<file path="config.mk">
export PLATFORM = sky130hd
export DESIGN_NAME = bullet_collision_scanner
export DESIGN_NICKNAME = d
export VERILOG_FILES = /design/src/rtl/bullet_collision_scanner_pkg.sv /design/src/rtl/bullet_collision_scanner_box_overlap.sv /design/src/rtl/bullet_collision_scanner.sv
export SDC_FILE = /design/constraint.sdc
export NUM_CORES = 1
export LEC_CHECK = 0
export CELL_PAD_IN_SITES_DETAIL_PLACEMENT = 0
export CELL_PAD_IN_SITES_GLOBAL_PLACEMENT = 1
export CORE_ASPECT_RATIO = 0.8
export CORE_MARGIN = 5
export CORE_UTILIZATION = 37
export DETAILED_ROUTE_END_ITERATION = 10
export GPL_ROUTABILITY_DRIVEN = 0
export MAX_ROUTING_LAYER = met4
export PLACE_DENSITY = 0.93
export SYNTH_ARGS = -nofsm -noshare
export SYNTH_HDL_FRONTEND = slang
export SYNTH_SLANG_ARGS = --single-unit
</file>
<file path="constraint.sdc">
create_clock -name clk -period 2.8 [get_ports clk]
set_clock_uncertainty 0.15 [all_clocks]
set_input_delay 0.42 -clock clk [delete_from_list [all_inputs] [get_ports clk]]
set_output_delay 0.42 -clock clk [all_outputs]
set_load 0.05 [all_outputs]
</file>
<file path="src/rtl/bullet_collision_scanner_pkg.sv">
// Shared definitions for the bullet collision scanner: colour codes,
// byte-lane slices of the packed pos/size words, and scanner FSM states.
package bullet_pkg;

  localparam logic [1:0] COL_WHITE = 2'b00;
  localparam logic [1:0] COL_GREEN = 2'b01;
  localparam logic [1:0] COL_BLUE  = 2'b10;

  localparam int X_HI = 15;
  localparam int X_LO = 8;
  localparam int Y_HI = 7;
  localparam int Y_LO = 0;

  typedef enum logic [1:0] {
    IDLE = 2'd0,
    SCAN = 2'd1,
    DEAD = 2'd2
  } state_e;

endpackage

</file>
<file path="src/rtl/bullet_collision_scanner_box_overlap.sv">
// Combinational axis-aligned box overlap test. Edge sums are 9 bits wide so
// boxes near 0xFF never wrap; touching edges do not count as overlap.
module box_overlap (
  input  logic [7:0] ax_i,
  input  logic [7:0] ay_i,
  input  logic [7:0] aw_i,
  input  logic [7:0] ah_i,
  input  logic [7:0] bx_i,
  input  logic [7:0] by_i,
  input  logic [7:0] bw_i,
  input  logic [7:0] bh_i,
  output logic       overlap_o
);

  logic [8:0] a_xe, a_ye, b_xe, b_ye;

  assign a_xe = {1'b0, ax_i} + {1'b0, aw_i};
  assign a_ye = {1'b0, ay_i} + {1'b0, ah_i};
  assign b_xe = {1'b0, bx_i} + {1'b0, bw_i};
  assign b_ye = {1'b0, by_i} + {1'b0, bh_i};

  assign overlap_o = ({1'b0, bx_i} < a_xe) && ({1'b0, ax_i} < b_xe) &&
                     ({1'b0, by_i} < a_ye) && ({1'b0, ay_i} < b_ye);

endmodule

</file>
<file path="src/rtl/bullet_collision_scanner.sv">
// Walks the bullet table index, tests each live bullet against the player
// heart box, and turns hits into clear requests plus HP damage/heal updates.
module bullet_collision_scanner
  import bullet_pkg::*;
#(
  parameter int NUM_BULLETS   = 3,
  parameter int HP_MAX        = 20,
  parameter int DAMAGE        = 4,
  parameter int HEAL          = 2,
  parameter int IFRAME_CYCLES = 8
) (
  input  logic        clk,
  input  logic        rst_n,
  input  logic        isRun,
  input  logic [15:0] playerPos,
  input  logic [15:0] playerSize,
  input  logic        playerMoving,
  output logic [2:0]  bulletIndex,
  input  logic [15:0] bulletPos,
  input  logic [15:0] bulletSize,
  input  logic [1:0]  bulletColor,
  input  logic        bulletRender,
  output logic        isCollide,
  output logic [7:0]  hp,
  output logic        isDead,
  output logic        hitPulse,
  output logic        healPulse
);

  localparam int         IW       = $clog2(IFRAME_CYCLES + 1);
  localparam logic [2:0] LAST_IDX = 3'(NUM_BULLETS - 1);
  localparam logic [7:0] HP_FULL  = 8'(HP_MAX);
  localparam logic [7:0] DMG      = 8'(DAMAGE);
  localparam logic [8:0] HEAL_W   = 9'(HEAL);
  localparam logic [IW-1:0] IFR_LOAD = IW'(IFRAME_CYCLES);

  state_e        state_q, state_d;
  logic [2:0]    idx_q, idx_d;
  logic [7:0]    hp_q, hp_d;
  logic          dead_q, dead_d;
  logic          collide_q, collide_d;
  logic          hit_q, hit_d;
  logic          heal_q, heal_d;
  logic [IW-1:0] iframe_q, iframe_d;

  logic       overlap;
  logic       live_hit;
  logic       dmg_ok;
  logic       heal_ok;
  logic [8:0] heal_sum;

  box_overlap u_overlap (
    .ax_i      (playerPos[X_HI:X_LO]),
    .ay_i      (playerPos[Y_HI:Y_LO]),
    .aw_i      (playerSize[X_HI:X_LO]),
    .ah_i      (playerSize[Y_HI:Y_LO]),
    .bx_i      (bulletPos[X_HI:X_LO]),
    .by_i      (bulletPos[Y_HI:Y_LO]),
    .bw_i      (bulletSize[X_HI:X_LO]),
    .bh_i      (bulletSize[Y_HI:Y_LO]),
    .overlap_o (overlap)
  );

  assign live_hit = bulletRender && (bulletColor != 2'b11) && overlap;
  assign dmg_ok   = live_hit && (iframe_q == '0) &&
                    ((bulletColor == COL_WHITE) ||
                     ((bulletColor == COL_BLUE) && playerMoving));
  assign heal_ok  = live_hit && (bulletColor == COL_GREEN);
  assign heal_sum = {1'b0, hp_q} + HEAL_W;

  always_comb begin
    state_d   = state_q;
    idx_d     = idx_q;
    hp_d      = hp_q;
    dead_d    = dead_q;
    collide_d = 1'b0;
    hit_d     = 1'b0;
    heal_d    = 1'b0;
    iframe_d  = (iframe_q != '0) ? iframe_q - 1'b1 : '0;

    if (!isRun) begin
      // Table is re-initialising: any pending clear is dropped.
      state_d = IDLE;
      idx_d   = '0;
      hp_d    = HP_FULL;
      dead_d  = 1'b0;
    end else begin
      case (state_q)
        IDLE: begin
          state_d = SCAN;
          idx_d   = '0;
          hp_d    = HP_FULL;
          dead_d  = 1'b0;
        end
        SCAN: begin
          idx_d = (idx_q == LAST_IDX) ? 3'd0 : idx_q + 3'd1;
          if (dmg_ok) begin
            collide_d = 1'b1;
            hit_d     = 1'b1;
            iframe_d  = IFR_LOAD;
            if (hp_q <= DMG) begin
              hp_d    = '0;
              dead_d  = 1'b1;
              state_d = DEAD;
            end else begin
              hp_d = hp_q - DMG;
            end
          end else if (heal_ok) begin
            collide_d = 1'b1;
            heal_d    = 1'b1;
            hp_d      = (heal_sum > {1'b0, HP_FULL}) ? HP_FULL : heal_sum[7:0];
          end
        end
        DEAD: begin
          state_d = DEAD;
        end
        default: state_d = IDLE;
      endcase
    end
  end

  always_ff @(posedge clk or negedge rst_n) begin
    if (!rst_n) begin
      state_q   <= IDLE;
      idx_q     <= '0;
      hp_q      <= HP_FULL;
      dead_q    <= 1'b0;
      collide_q <= 1'b0;
      hit_q     <= 1'b0;
      heal_q    <= 1'b0;
      iframe_q  <= '0;
    end else begin
      state_q   <= state_d;
      idx_q     <= idx_d;
      hp_q      <= hp_d;
      dead_q    <= dead_d;
      collide_q <= collide_d;
      hit_q     <= hit_d;
      heal_q    <= heal_d;
      iframe_q  <= iframe_d;
    end
  end

  assign bulletIndex = idx_q;
  assign isCollide   = collide_q;
  assign hp          = hp_q;
  assign isDead      = dead_q;
  assign hitPulse    = hit_q;
  assign healPulse   = heal_q;

endmodule
</file>
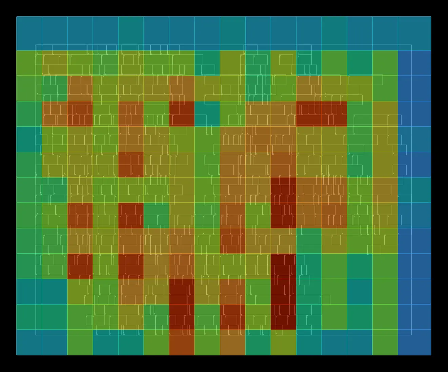
**Above:** run 1 (track usage over the die).
met2 GRT Util: 31.1%
mean routed wirelength per cell: 15.2 µm
Finished Core Util: 66.9%
GR peak layer: met2
met1 Usage GRT: 24.6%

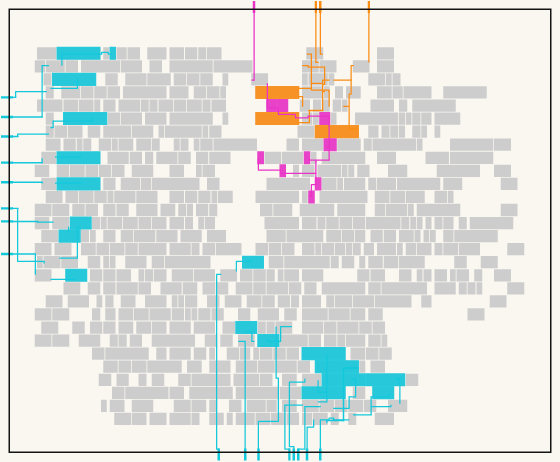
**Above:** run 1 (port wiring).
[bulletSize] cyan | direction: input | edge: 8 bottom, 8 left | end cells: 18 | wire: 390 µm
[isRun] magenta | direction: input | edge: top | end cells: 9 | wire: 73.2 µm
[bulletIndex] orange | direction: output | edge: top | end cells: 3 | wire: 100 µm

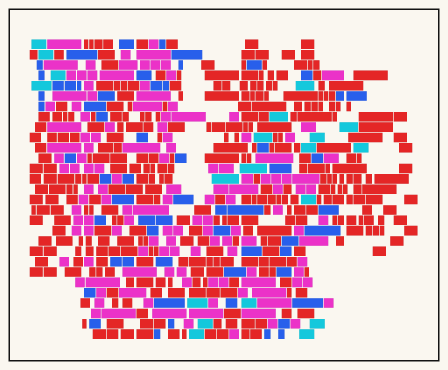
**Above:** run 1 (drive-strength map).
[_0 and _1 cells] red | cells: 337 | share: 61%
[_3 and _4 cells] magenta | cells: 135 | share: 25%
[_2 cells] blue | cells: 59 | share: 11%
[_6 and larger] cyan | cells: 20 | share: 3.6%

==> results.ini, run 1 <==
[outcome]
run_status = finished with violations
violations = setup timing

[final_timing]
setup_viol = 14
timing.hold.ws_ps = 351
hold_viol = 0
relSlewSlack_pct = 37.5
setup_ws_ps = -729

[synth]
ys_cells = 359
mux_share_pct = 1.01
yosys.area_share.simple_pct = 16.0
edf_count = 0
yosysWarnings = 0
yosys-top-cells-area = ha_1 27%, dfrtp_1 14%, a21oi_1 5.3%, xnor2_1 3.9%, nand2_1 3.6%

[critical_path]
cp.required_ps = 2790
startpoint_type = input port
cp-startpoint = bulletSize[4]
rr_worst_depth = 8

[power]
pg_clk_w = 0.000225
p_per_area_nw_per_um2 = 392
p_clk_share_pct = 10.6
comb_power_share_pct = 71.5
power_leader = combinational logic

[detailed_routing]
drt_iter0_markers = 104
met1_length_um = 4530
route.detailed.drc = 0

[cts]
cts_buffers = 3
clockBufferDepth = 2
cts_tree = done
postCtsSetupRepairBufs = 16

[run]
tool_warnings = 33

[die]
io_pins = 86
nWellTaps = 108
core_um2 = 8060

[finish]
n_clock_buffer = 4
syn_to_final_growth_pct = 73.5
drive_gt1_share_pct = 38.8
regArea_um2 = 503
stdcell_count = 659
num-nonclk-inverters = 23

**Run 1: cells coloured by class**

Bar = 20 µm.
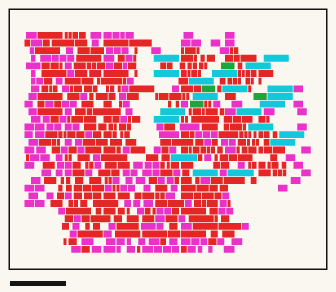

==> run 1 -> run 2 <==
CORE_UTILIZATION = 36   (was 37)
PLACE_DENSITY = 0.91   (was 0.93)
SYNTH_HIERARCHICAL = 1   (was default)
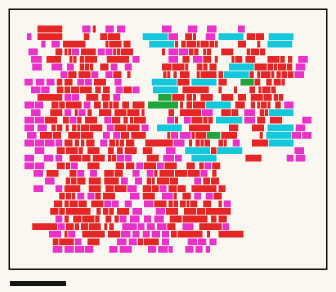
**Above:** run 2 (cells coloured by class).
Bar = 20 µm.
[other buffers and delay cells] magenta | cells: 165
[flops] cyan | cells: 20
[combinational and other logic] red | cells: 327
[clock drivers and dummy loads] green | cells: 4

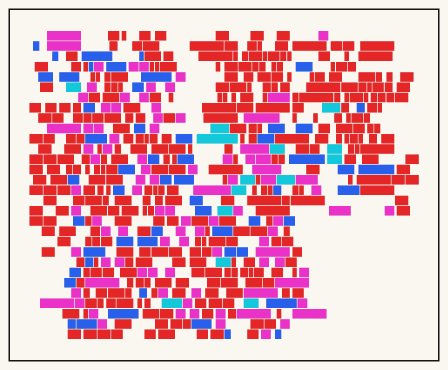
**Above:** run 2 (drive-strength map).
[_0 and _1 cells] red | cells: 354 | share: 69%
[_2 cells] blue | cells: 54 | share: 10%
[_6 and larger] cyan | cells: 14 | share: 2.7%
[_3 and _4 cells] magenta | cells: 94 | share: 18%
final instance area: 5030 µm²
Non-clk bufs: 165
Final WS setup: -1320 ps
synth-to-layout area growth: 64.3%

==> results.ini, run 2 <==
[synth]
yosys.area_share.simple_pct = 19.3
yosys-top-cells-area = ha_1 27%, dfrtp_1 15%, xor2_1 5.4%, a21oi_1 4.3%, nor2_1 3.7%
ys_cells = 353
mux_share_pct = 1.31
edf_count = 0
yosysWarnings = 6
adder_share_pct = 30.0

[die]
nWellTaps = 112
core_um2 = 8410
die_w_um = 113

[critical_path]
path_depth = 18
crit_type = in -> reg
cp-startpoint = playerPos[0]
cp.required_ps = 2870
rr_worst_depth = 5
startpoint_type = input port

[cts]
cts_buffers = 3
cts_tree = done
postCtsSetupRepairBufs = 15

[power]
p_per_area_nw_per_um2 = 389
p_clk_share_pct = 15.2
p_switching_w = 0.000782
comb_power_share_pct = 66.9
power_leader = combinational logic
pg_clk_w = 0.000297

[finish]
stdcell_count = 628
regArea_um2 = 503
fin_util_pct = 59.8
n_clock_buffer = 3

[detailed_routing]
met1_length_um = 4160
wl_per_cell_um = 14.7
route.detailed.drc = 0
drt_iter0_markers = 141

[global_routing]
busiest_layer = met2
grt_use_met1_pct = 22.4
grt_use_met2_pct = 30.2

[final_timing]
period_minus_slack_ps = 4120
hold_viol = 0
timing.hold.ws_ps = 328
setup_ws_ps = -1320
relSlewSlack_pct = 61.8
setup_viol = 14

[outcome]
violations = setup timing
run_status = finished with violations

[run]
tool_warnings = 33

